**Run 1: floorplan with the power grid**

The bar under the picture is 20 um long. Pins as bars on the die edge. Tap cells in gray.
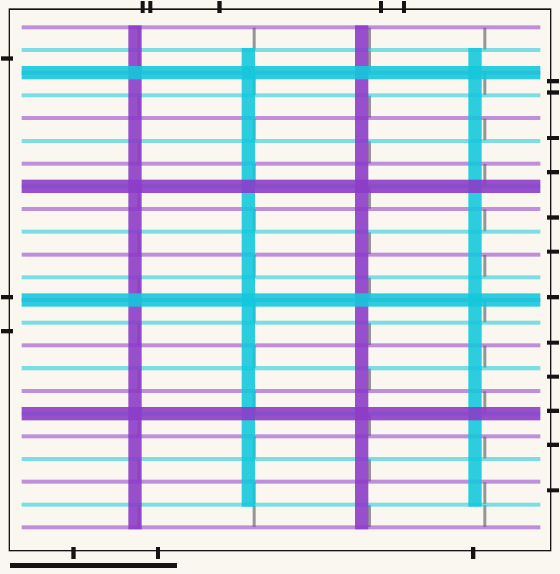
**Run 1: sequential cells grouped by signal name**

The bar under the picture is 20 um long. Other sequential cells in the stronger gray, the rest of the logic in the fainter gray.
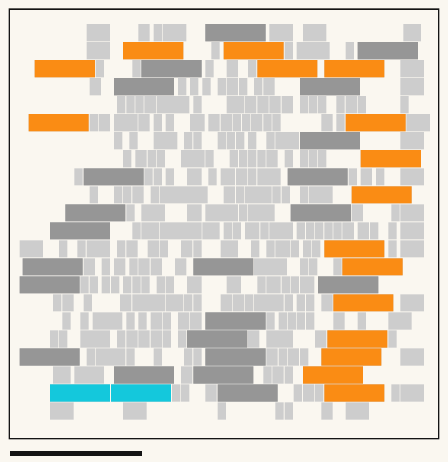
**Run 1: local utilization**

The bar under the picture is 20 um long. 6 x 6 tiles, from white (low) to dark blue (high), 0 to 100% covered.
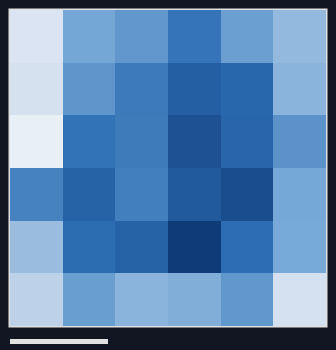
--- config.mk ---
export PLATFORM = sky130hd
export DESIGN_NAME = period_meter
export DESIGN_NICKNAME = d
export VERILOG_FILES = /design/src/rtl/period_meter.sv
export SDC_FILE = /design/constraint.sdc
export NUM_CORES = 1
export LEC_CHECK = 0
export ABC_AREA = 1
export CORE_UTILIZATION = 56
export DETAILED_ROUTE_END_ITERATION = 8
export PLACE_DENSITY = 0.81
export SYNTH_ARGS = -nofsm -noshare
export SYNTH_HDL_FRONTEND = slang
export SYNTH_SLANG_ARGS = --single-unit
--- constraint.sdc ---
create_clock -name clk -period 2.3 [get_ports clk]
set_input_delay 0.23 -clock clk [delete_from_list [all_inputs] [get_ports clk]]
set_output_delay 0.23 -clock clk [all_outputs]
set_load 0.01 [all_outputs]
--- src/rtl/period_meter.sv ---
// Measures the period of a slow asynchronous input in clk cycles, rising edge to rising edge.
// Optional build macro PERIOD_METER_AVG_EN reports the truncated mean of the last 4 periods.
module period_meter #(
    parameter int unsigned CNT_WIDTH   = 16,
    parameter int unsigned SYNC_STAGES = 2
) (
    input  logic                 clk,
    input  logic                 rst,
    input  logic                 en,
    input  logic                 sig_in,
    output logic [CNT_WIDTH-1:0] period,
    output logic                 period_valid,
    output logic                 overflow,
    output logic                 locked
);

    localparam logic [CNT_WIDTH-1:0] CNT_MAX = {CNT_WIDTH{1'b1}};

    typedef enum logic [1:0] {IDLE, ARM, MEASURE} state_t;

    state_t                 state, state_d;
    logic [SYNC_STAGES-1:0] sync;
    logic                   hist;
    logic                   rise;
    logic [CNT_WIDTH-1:0]   cnt, cnt_d;
    logic [CNT_WIDTH-1:0]   period_d;
    logic                   valid_d;
    logic                   overflow_d;
    logic                   locked_d;

`ifdef PERIOD_METER_AVG_EN
    localparam int unsigned SUM_WIDTH = CNT_WIDTH + 2;
    logic [CNT_WIDTH-1:0] avg_h0, avg_h1, avg_h2;
    logic [CNT_WIDTH-1:0] avg_h0_d, avg_h1_d, avg_h2_d;
    logic [2:0]           avg_n, avg_n_d;
    logic [SUM_WIDTH-1:0] avg_sum;
`endif

    // Synchronizer chain plus history flop for rising-edge detection.
    always_ff @(posedge clk or posedge rst) begin
        if (rst) begin
            sync <= '0;
            hist <= 1'b0;
        end else begin
            sync <= {sync[SYNC_STAGES-2:0], sig_in};
            hist <= sync[SYNC_STAGES-1];
        end
    end

    assign rise = sync[SYNC_STAGES-1] & ~hist;

    always_ff @(posedge clk or posedge rst) begin
        if (rst) begin
            state        <= IDLE;
            cnt          <= '0;
            period       <= '0;
            period_valid <= 1'b0;
            overflow     <= 1'b0;
            locked       <= 1'b0;
        end else begin
            state        <= state_d;
            cnt          <= cnt_d;
            period       <= period_d;
            period_valid <= valid_d;
            overflow     <= overflow_d;
            locked       <= locked_d;
        end
    end

`ifdef PERIOD_METER_AVG_EN
    // Newest three completed periods; the current count is the fourth sample.
    always_ff @(posedge clk or posedge rst) begin
        if (rst) begin
            avg_h0 <= '0;
            avg_h1 <= '0;
            avg_h2 <= '0;
            avg_n  <= '0;
        end else begin
            avg_h0 <= avg_h0_d;
            avg_h1 <= avg_h1_d;
            avg_h2 <= avg_h2_d;
            avg_n  <= avg_n_d;
        end
    end

    assign avg_sum = SUM_WIDTH'(avg_h0) + SUM_WIDTH'(avg_h1)
                   + SUM_WIDTH'(avg_h2) + SUM_WIDTH'(cnt);
`endif

    always_comb begin
        state_d    = state;
        cnt_d      = cnt;
        period_d   = period;
        valid_d    = 1'b0;
        overflow_d = overflow;
        locked_d   = locked;
`ifdef PERIOD_METER_AVG_EN
        avg_h0_d   = avg_h0;
        avg_h1_d   = avg_h1;
        avg_h2_d   = avg_h2;
        avg_n_d    = avg_n;
`endif
        if (!en) begin
            state_d    = IDLE;
            cnt_d      = '0;
            locked_d   = 1'b0;
            overflow_d = 1'b0;
        end else begin
            unique case (state)
                IDLE: begin
                    cnt_d   = '0;
                    state_d = ARM;
                end
                ARM: begin
                    if (rise) begin
                        cnt_d   = CNT_WIDTH'(1);
                        state_d = MEASURE;
                    end
                end
                MEASURE: begin
                    if (rise) begin
                        cnt_d = CNT_WIDTH'(1);
`ifdef PERIOD_METER_AVG_EN
                        avg_h0_d = cnt;
                        avg_h1_d = avg_h0;
                        avg_h2_d = avg_h1;
                        avg_n_d  = (avg_n >= 3'd4) ? 3'd4 : avg_n + 3'd1;
                        if (avg_n >= 3'd3) begin
                            period_d = CNT_WIDTH'(avg_sum >> 2);
                            valid_d  = 1'b1;
                            locked_d = 1'b1;
                        end
`else
                        period_d = cnt;
                        valid_d  = 1'b1;
                        locked_d = 1'b1;
`endif
                    end else if (cnt == CNT_MAX) begin
                        // Saturated without an edge: flag it and re-arm.
                        overflow_d = 1'b1;
                        locked_d   = 1'b0;
                        state_d    = ARM;
                    end else begin
                        cnt_d = cnt + CNT_WIDTH'(1);
                    end
                end
                default: state_d = IDLE;
            endcase
        end
`ifdef PERIOD_METER_AVG_EN
        // History is only kept while measuring; leaving MEASURE discards it.
        if (state_d != MEASURE) begin
            avg_n_d = '0;
        end
`endif
    end

endmodule

==> CHANGELOG.md, run 1 <==
### Metrics

* Synthesized flop and latch total at approximately 40
* Detailed route wirelength on metal3 at about 160 um
* Site Rows at 22
* Global Route Usage Sum at a little under a quarter
* Hold_sp: sync[0]$_DFF_PP0_
* Distinct cell type count after synthesis at 24
* Top power group: sequential cells
* Sink Count at 40
* TritonCTS clock tree: done
* Syn Area/Cell at between 7 and 8 sq um
* Max Cap Viol at 0
* Post-CTS Hold Buffers at 0
* Final Wtd Congestion at slightly above 0.9
* Hold path depth at 0
* Met1 Track Usage GR at 29.6%
* Final Hold Vio Count at 0
* Worst stage delay on the critical path at around 0.43 ns
* Inst Count DP at approximately 350
* Syn_nets at 295
* Area Overhead vs Synth at 15.2%
* Worst setup SP type: flip-flop
* Total CTS buffers at 5
* Worst hold path class: reg2reg
* Buffer count from post-CTS setup fixing at 0
* Headroom to the max-slew limit at approximately 68%
* Vias in the first global route at between 1.5k and 2k
* Dpl ws at 0.362 ns
* Unrepaired setup endpoints after global routing: no
* Reg-to-reg setup timing slack at approximately 0.4 ns
* First-pass GRT wire length at 7270 um
* RR Endpoint: cnt[2]$_DFFE_PP0P_
* Initial antenna violation count at 0
* Internal power at between 1 and 1.5 mW
* Critical path destination: cnt[2]$_DFFE_PP0P_
* NetSw at around 0.57 mW
* Logic power comb at around 0.46 mW
* Detail Placement HPWL at 2930 um
* Vias per cell at ~5.2
* Final WL at between 4000 and 5000 um
* Crit path max-delay family: simple AND/OR/NAND/NOR gates
* Overall power at 1.65 mW
* Clk pwr at between 0.4 and 0.5 mW
* Sequential share of power at ~46%
* CP dominant cell by count: inv_1
* Tool warnings at 29
* Peak Freq at 525 MHz
* Combinational Power Share at between 20% and 30%
* Vias at ~1.8k
* Post-Layout Inst Area at around 2500 sq um
* Cells along the critical path: inv_1 > ha_1 > nand3_1 > inv_1 > nand3_4 > nand2_2 > inv_2 > nand2_1 > o21ai_1
* Outcome: completed
## Picture notes: 'floorplan with the power grid'
[VDD] cyan
[VSS] purple
tap cells: 48
met4 straps: 4
signal pins: 23
met1 rails: 23
rows: 22
Core Footprint: 3720 sq um
worst IR drop on VDD: 660 uV
Chip Width: 64.6 um

## Picture notes: 'sequential cells grouped by signal name'
[period] orange | flops: 16 | where: all over the die
[sync] cyan | flops: 2
not colored: 22
Seq group: 0.764 mW
FF+latch area: 1000 sq um
Util after Layout: 68.0%
flop share of the area: 39.6%

## Picture notes: 'local utilization'
tiles over 75% full: 31%
fullest tile: 95%
densest ninth of the die: center
mean over tiles: 59%
emptiest ninth of the die: north-west
fp_density: 59.1%

[run 1: state kept, by name, summed over array words and instances, names as in the netlist]
signal,cells
period_valid,1
hist,1
period,16
overflow,1
sync,2
cnt,16
locked,1
state,2
[run 1: cell families (layout without fill, tap and decap cells)]
logic type	count (synthesis)	after routing	synth area share [%]
compound gates	29	29	6.61
fa+ha+maj	5	5	2.85
buf+inv	55	79	10.4
flops	40	40	45.6
simple gates	157	157	34.6
[run 1: Yosys cell counts (all sizes together)]
cell type | instances | area, sq um
clkbuf | 4 | 15.0
ha | 5 | 62.6
nor2 | 21 | 110
nand3 | 31 | 208
clkinv | 1 | 3.75
nor3 | 3 | 15.0
buf | 5 | 40.0
nand4 | 8 | 50.1
dfrtp | 40 | 1000
o21ai | 25 | 125
inv | 45 | 169
nand3b | 3 | 22.5
nand2 | 91 | 354
a21oi | 4 | 20.0
[run 1: area by class of cell]
cell class	count	area, sq um	area share (%)
clock buffer	6	72.6	2.87
multi-input combinational	191	967	38.2
sequential	40	1000	39.6
clock inverter	1	5.00	0.198
tap	48	60.1	2.38
timing repair buffer	26	250	9.90
inverter	46	173	6.83
[run 1: placed cells by master (no fill, tap or decap)]
cell type and instances:
nand2_1 88, dfrtp_1 40, inv_1 37, o21ai_1 24, nand3_1 22, clkdlybuf4s50_1 22
nor2_1 18, nand4_1 8, inv_2 8, nand3_2 8, ha_1 5, clkbuf_8 5
a21oi_1 4, buf_4 4, nand3b_1 3, nor3_1 3, nand2_2 2, nor2_4 2
nand2_4 1, nor2_8 1, clkinv_1 1, nand3_4 1, o21ai_0 1, clkbuf_1 1
clkinv_2 1
## Run 2: what changed since run 1
- CORE_UTILIZATION: 56 -> 51
- PLACE_DENSITY: 0.81 -> 0.78
- clock period: 2.3 -> 1.6 ns (I/O delays scaled with it)
**Run 2: port wiring**

The bar under the picture is 20 um long.
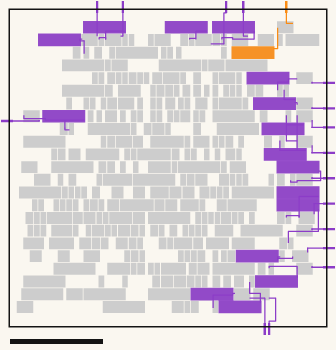
[period_valid] orange | bits: 1 | direction: output | edge: north | end cells: 1 | buffers: 1 | wire: 9.30 um
[period] purple | bits: 16 | direction: output | edge: 9 east, 4 north, 2 south, 1 west | end cells: 16 | buffers: 16 | wire: 227 um

**Run 2: cell placement**

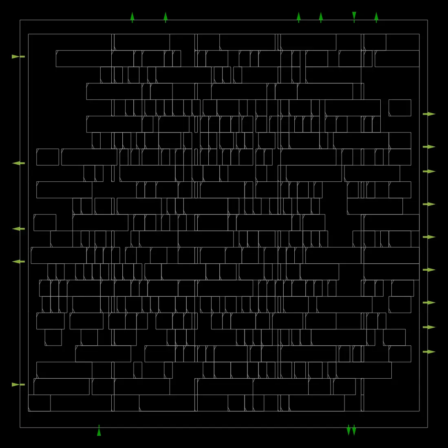
FF+latch count: 40
# Taps: 50
fin cells: 381
flop share of the area: 35.7%

==> CHANGELOG.md, run 2 <==
### Metrics

* First-pass DRT Iterations at 4
* Reg-to-reg setup timing slack at 0.02 ns (-0.38 ns)
* Cells along the critical path: ha_2 > nand2_2 > nor2_4 > nand2_4 > nor2_8 > nand3_4 > buf_12 > nand3_2 > nand2_1 > nand2_1 > inv_1
* Headroom to the max-slew limit at 78.9% (+11 points)
* Dpl ws at 0.00231 ns (-0.359 ns)
* Grt peak-use layer: met2
* Share of layout cells above drive strength 1 at between 10% and 20%
* Syn Area/Cell at 7.68 sq um (unchanged)
* CTS root buffer: clkbuf_8
* Final WL at 4590 um (+11%)
* Sink Count at 40 (unchanged)
* Vias in the first global route at 1757 (+6.1%)
* Setup ws final at between 0.015 and 0.02 ns
* Unrepaired setup endpoints after global routing: yes
* Post-synth top flop: dfrtp_1
* Area Overhead vs Synth at 27.6%
* Reg-to-Reg Start: cnt[0]$_DFFE_PP0P_
* EDFF count, synth at 0 (unchanged)
* TritonCTS clock tree: done
* Worst setup SP type: flip-flop
* Synthesized flop and latch total at 40 (unchanged)
* Top flop regs: cnt (16), period (16)
* Global Route Usage Sum at 23.0% (+0.032 points)
* Clk pwr share at between 20% and 30%
* Worst stage delay on the critical path at 0.37 ns (-0.06 ns)
* PwrDens at ~980 nW/um^2
* Met1 Track Usage GR at 29.3% (-0.27 points)
* Sequential share of power at 39.6% (-6.6 points)
* Crit Path Category: reg2reg
* Peak Freq at 631 MHz (+20%)
* Fp_density at 54.1% (-5.0 points)
* Post-synthesis sequential area ratio at a little under half
* Top power group: sequential cells
* Inst Count DP at 371 (+5.7%)
* Site Rows at 23 (+4.5%)
* RR Endpoint: cnt[7]$_DFFE_PP0P_
* Syn_nets at 295 (unchanged)
* Final Wtd Congestion at 0.908 (-1.4%)
* Critical path endpoint category: flip-flop
* Overall power at 2.75 mW (+66%)
* Worst IR drop on VDD at 695 uV (+5.3%)
* Die Y at approximately 68 um
* Detail Placement HPWL at 3380 um (+15%)
* Worst Tran Pin Value at 0.314 ns
* R2R cell count at 11
* Outcome: completed
* Combinational Power Share at 34.2% (+6.6 points)
* Biggest area cells: dfrtp_1 46%, nand2_1 15%, inv_1 6.3%
* Clk pwr at 0.719 mW (+66%)
* Initial antenna violation count at 0 (unchanged)
* Distinct cell type count after synthesis at 24 (unchanged)
* Top cells by count: 88 x nand2_1, 40 x dfrtp_1, 37 x inv_1, 24 x o21ai_1, 22 x nand3_1
* Yosys top cell by area: dfrtp_1
* Post-route DRC at 0
* Vias per cell at 5.01 (-2.8%)
* Logic power comb at 0.939 mW (+110%)
* Post-Layout Inst Area at 2800 sq um (+11%)
* Share of flip-flops with an asynchronous set or reset at 100% (unchanged)
* Top cell excl fill/tap: nand2_1
* Clock-pin transition on the worst setup and hold timing paths at approximately 0.07 ns
* Top cell area share at 45.6% (unchanged)
* Core Footprint at 4060 sq um (+9.2%)
* Worst hold path class: in2async
* Crit path time final at between 1.5 and 2 ns
* Tool warnings at 30 (+3.4%)
* Net Sw Frac at roughly 32%
* Synth top cell by count: nand2_1
* Vias at 1910 (+3.5%)
* Max Cap Viol at 0 (unchanged)
* DRT antenna net count at 0
* Final Slew Violations at 0
* Crit path max-delay family: simple AND/OR/NAND/NOR gates
* Nets at between 300 and 400
* Most instantiated logic cells after routing: 85 x nand2_1, 40 x dfrtp_1, 37 x inv_1
* NetSw at 0.891 mW (+58%)
* Ant. Diodes at 0
* Met2 usage at a little under two fifths
* Final Hold Vio Count at 0 (unchanged)
* Cell area after synthesis at 2200 sq um
* First-pass GRT wire length at 7690 um (+5.8%)
* Setup Viol. Count Final at 0
* Worst hold margin at around 0.22 ns
* Chip Width at 67.6 um (+4.6%)
* Critical Path Fanout Max at 15
* Internal power at 1.85 mW (+70%)
* CP Buf/Inv Count at 2
* Initial DRC count at around 120
* CP dominant cell by count: nand2_1
* Total CTS buffers at 5 (unchanged)
**Run 2: sequential cells grouped by signal name**

The bar under the picture is 20 um long. Other sequential cells in the stronger gray, the rest of the logic in the fainter gray.
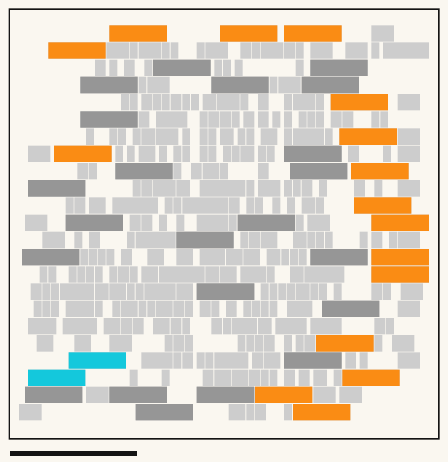
[sync] cyan | flops: 2
[period] orange | flops: 16 | where: all over the die
not colored: 22
Util after Layout: 69.0%
Seq group: 1.09 mW

[run 2: cell types whose count changed in the layout (fill, tap and decap cells not counted), sizes merged]
cell	change
clkbuf	+1
clkinv	-1
buf	+21
[run 2: kinds of logic (layout without fill, tap and decap cells)]
kind of cell    Yosys count  after routing  synth area share (%)
compound gates           29             29                  6.61
fa+ha+maj                 5              5                  2.85
simple gates            157            157                  34.6
buf+inv                  55            100                  10.4
flops                    40             40                  45.6
[run 2: what timing repair did]
action | CTS | global route
setup endpoints to repair | 7 | 17
hold buffers | 0 | 0
gates resized | 1 | 11
gates cloned | 0 | 0
pin swaps | 0 | 2
buffers inserted | 1 | 2
[run 2: worst max-delay path by stage]
stage	end	cells past startpoint
6_report	cnt[7]$_DFFE_PP0P_	11
5_1_grt	cnt[0]$_DFFE_PP0P_	10
4_1_cts	cnt[7]$_DFFE_PP0P_	11
3_5_place_dp	cnt[8]$_DFFE_PP0P_	11
3_3_place_gp	cnt[13]$_DFFE_PP0P_	11
2_1_floorplan	cnt[10]$_DFFE_PP0P_	11
[run 2: area by class of cell]
type / count / area [sq um]
fill: 335 / 1260
inverter: 46 / 173
multi-input combinational: 191 / 1010
timing repair buffer: 47 / 462
clock buffer: 7 / 96.3
sequential: 40 / 1000
tap: 50 / 62.6
[run 2: worst register-to-register path, stage by stage (launching register included)]
cell and delay [ns]:
dfrtp_1 0.37, ha_2 0.20, nand2_2 0.08, nor2_4 0.12, nand2_4 0.09, nor2_8 0.12, nand3_4 0.11, buf_12 0.18
nand3_2 0.06, nand2_1 0.05, nand2_1 0.06, inv_1 0.04
[run 2: layer usage]
| layer | vias up | share of wire (%) |
|---|---|---|
| met4 | 0 | 1.4 |
| li1 | 992 | - |
| met3 | 6 | 3.7 |
| met2 | 38 | 49 |
| met5 | - | 0 |
| met1 | 874 | 46 |
## Run 3: what changed since run 2
- CORE_ASPECT_RATIO: not set -> 0.8
**Run 3: local utilization**

The bar under the picture is 20 um long. 8 x 6 tiles, from white (low) to dark blue (high), 0 to 100% covered.
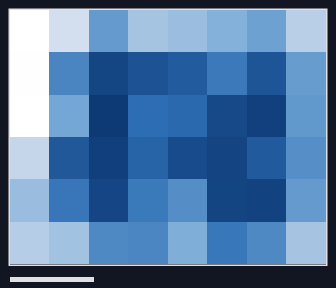
fullest tile: 97%
nearly empty tiles: 6.2%
emptiest ninth of the die: north-west
tiles over 75% full: 38%
mean over tiles: 62%
Core Footprint: 3950 sq um
Util after Layout: 73.0%
fp_density: 55.5%

**Run 3: sequential cells grouped by signal name**

The bar under the picture is 20 um long. Other sequential cells in the stronger gray, the rest of the logic in the fainter gray.
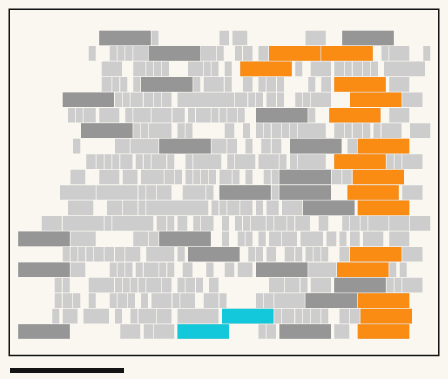
[period] orange | flops: 16
[sync] cyan | flops: 2
not colored: 22
flop share of the area: 34.7%

==> CHANGELOG.md, run 3 <==
### Metrics

* Outcome: finished with violations
* Failing checks: setup timing
* Detail Placement HPWL at 3580 um (+5.7%)
* FF+latch area at 1000 sq um (unchanged)
* Critical path endpoint category: flip-flop
* Post-synth top flop: dfrtp_1
* Post-synthesis sequential area ratio at 45.6% (unchanged)
* Worst hold margin at 0.242 ns (+0.0230 ns)
* Fin cells at 394 (+3.4%)
* Vias per cell at 5.26 (+5.0%)
* Crit path time final at 1.73 ns (+0.148 ns)
* Met1 Track Usage GR at 39.1% (+9.8 points)
* Crit Path Category: reg2reg
* First-pass GRT wire length at 8700 um (+13%)
* CP Buf/Inv Count at 2 (unchanged)
* Yosys top cell by area: dfrtp_1
* Inst Count DP at 375 (+1.1%)
* CP dominant cell by count: nand2_1
* Syn Area/Cell at 7.68 sq um (unchanged)
* Post-route DRC at 0 (unchanged)
* Headroom to the max-slew limit at 77.5% (-1.4 points)
* Yosys chip area at between 2000 and 2500 sq um
* Final Slew Violations at 0 (unchanged)
* PwrDens at 993 nW/um^2 (+1.4%)
* Site Rows at 20 (-13%)
* Peak Freq at 578 MHz (-8.5%)
* Setup Viol. Count Final at 18 (+18)
* Synthesized flop and latch total at 40 (unchanged)
* Share of layout cells above drive strength 1 at 20.6% (+1.0 points)
* Cell area after synthesis at 2200 sq um (unchanged)
* Initial DRC count at 225 (+84%)
* Cells along the critical path: ha_2 > nand2_2 > nor2_4 > nand2_4 > nor2_8 > nand3_4 > buf_12 > nand3_2 > nand2_1 > nand2_1 > inv_1
* Share of flip-flops with an asynchronous set or reset at 100% (unchanged)
* Vias in the first global route at 1804 (+2.7%)
* Reg-to-reg setup timing slack at -0.13 ns (-0.15 ns)
* Crit path depth at 11 (unchanged)
* Critical Path Fanout Max at 6 (-9)
* Worst setup SP type: flip-flop
* DRT antenna net count at 0 (unchanged)
* Top flop regs: cnt (16), period (16)
* Top cell area share at 45.6% (unchanged)
* Max Cap Viol at 0 (unchanged)
* Ant. Diodes at 0 (unchanged)
* Area Overhead vs Synth at 31.5%
* Crit path max-delay family: simple AND/OR/NAND/NOR gates
* TritonCTS clock tree: done
* Tool warnings at 31 (+3.3%)
* Initial antenna violation count at 0 (unchanged)
* EDFF count, synth at 0 (unchanged)
* Final WL at 5560 um (+21%)
* Synth top cell by count: nand2_1
* Worst Tran Pin Value at 0.336 ns (+0.0218 ns)
* First-pass DRT Iterations at 5 (+1)
* Met2 usage at 39.0% (+1.8 points)
* Syn_nets at 295 (unchanged)
* R2R cell count at 11 (unchanged)
* Setup ws final at -0.131 ns (-0.148 ns)
* Clock-pin transition on the worst setup and hold timing paths at 0.08 ns (about the same)
* Worst stage delay on the critical path at 0.38 ns (about the same)
* Fillers at 290 (-13%)
* MI comb area at 988 sq um (-1.9%)
* Final Hold Vio Count at 0 (unchanged)
* Sink Count at 40 (unchanged)
* Unrepaired setup endpoints after global routing: yes
* Distinct cell type count after synthesis at 24 (unchanged)
* Final Wtd Congestion at 0.842 (-7.3%)
* Global Route Usage Sum at 26.2% (+3.2 points)
* Top cell excl fill/tap: nand2_1
* Worst hold path class: in2async
* Worst Path Required at between 1.5 and 2 ns
* Biggest area cells: dfrtp_1 46%, nand2_1 15%, inv_1 6.3%
**Run 3: floorplan with the power grid**

The bar under the picture is 20 um long. Pins as bars on the die edge. Tap cells in gray.
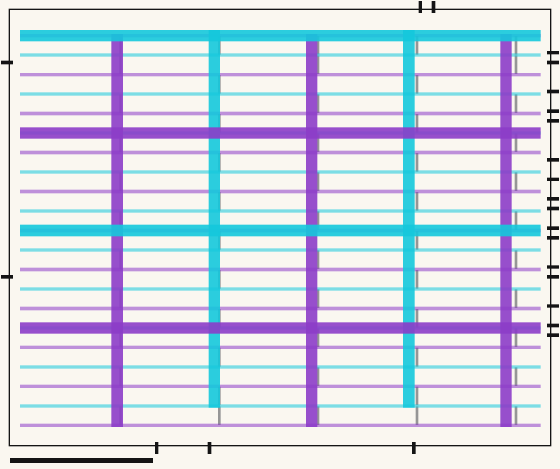
[VDD] cyan
[VSS] purple
signal pins: 23
rows: 20
met5 straps: 4
Die Y: 60.7 um
Chip Width: 75.4 um
worst IR drop on VDD: 925 uV

==> run 3: final timing paths <==
check / to / start
worst max-delay path: cnt[5]$_DFFE_PP0P_ / cnt[0]$_DFFE_PP0P_
worst min-delay path: period[10]$_DFFE_PP0N_ / rst
worst max register to register: cnt[5]$_DFFE_PP0P_ / cnt[0]$_DFFE_PP0P_
worst min register to register: sync[1]$_DFF_PP0_ / sync[0]$_DFF_PP0_
max in group asynchronous: cnt[14]$_DFFE_PP0P_ / rst
min in group clk: sync[0]$_DFF_PP0_ / sig_in
==> run 3: what timing repair did <==
action	4_1_cts	5_1_grt
setup buffers	7	3
hold buffers	0	0
resized	6	4
setup endpoints to repair	12	20
pin swaps	2	7
gates cloned	2	0
==> run 3: kinds of logic after synthesis <==
family	after synthesis	share of synthesized area, %
compound gates	29	6.61
buf+inv	55	10.4
fa+ha+maj	5	2.85
flops	40	45.6
simple gates	157	34.6
==> run 3: final cells by class <==
class                      instances  area share [%]
clock buffer                       6            2.86
timing repair buffer              54            18.5
sequential                        40            34.7
inverter                          46            5.98
multi-input combinational        191            34.2
clock inverter                     2            1.34
tap                               55            2.38
==> run 3: metrics by stage <==
stage	setup WS (ns)	cell area (sq um)	power [mW]	TNS [ns]
after floorplan	0.000263	2200	1.64	0
after global placement	0.0322	2640	1.91	0
after detailed placement	-0.0162	2640	1.95	-0.0371
after CTS	-0.0731	2880	2.84	-0.547
after global routing	-0.221	2890	3.01	-3.37
final	-0.131	2890	2.87	-1.34
==> run 3: routing by layer <==
layer	wire [um]	vias to the layer above
li1	-	1005
met1	2660	977
met2	2530	81
met3	291	11
met4	82	0
met5	0	-
==> run 3: power by group <==
group | total (mW) | switching, mW | internal [mW]
registers | 1.09 | 0.0307 | 1.06
clock network | 0.880 | 0.370 | 0.510
logic | 0.899 | 0.532 | 0.367
Power figures rest on the tool's default switching activity, not on a simulated workload.
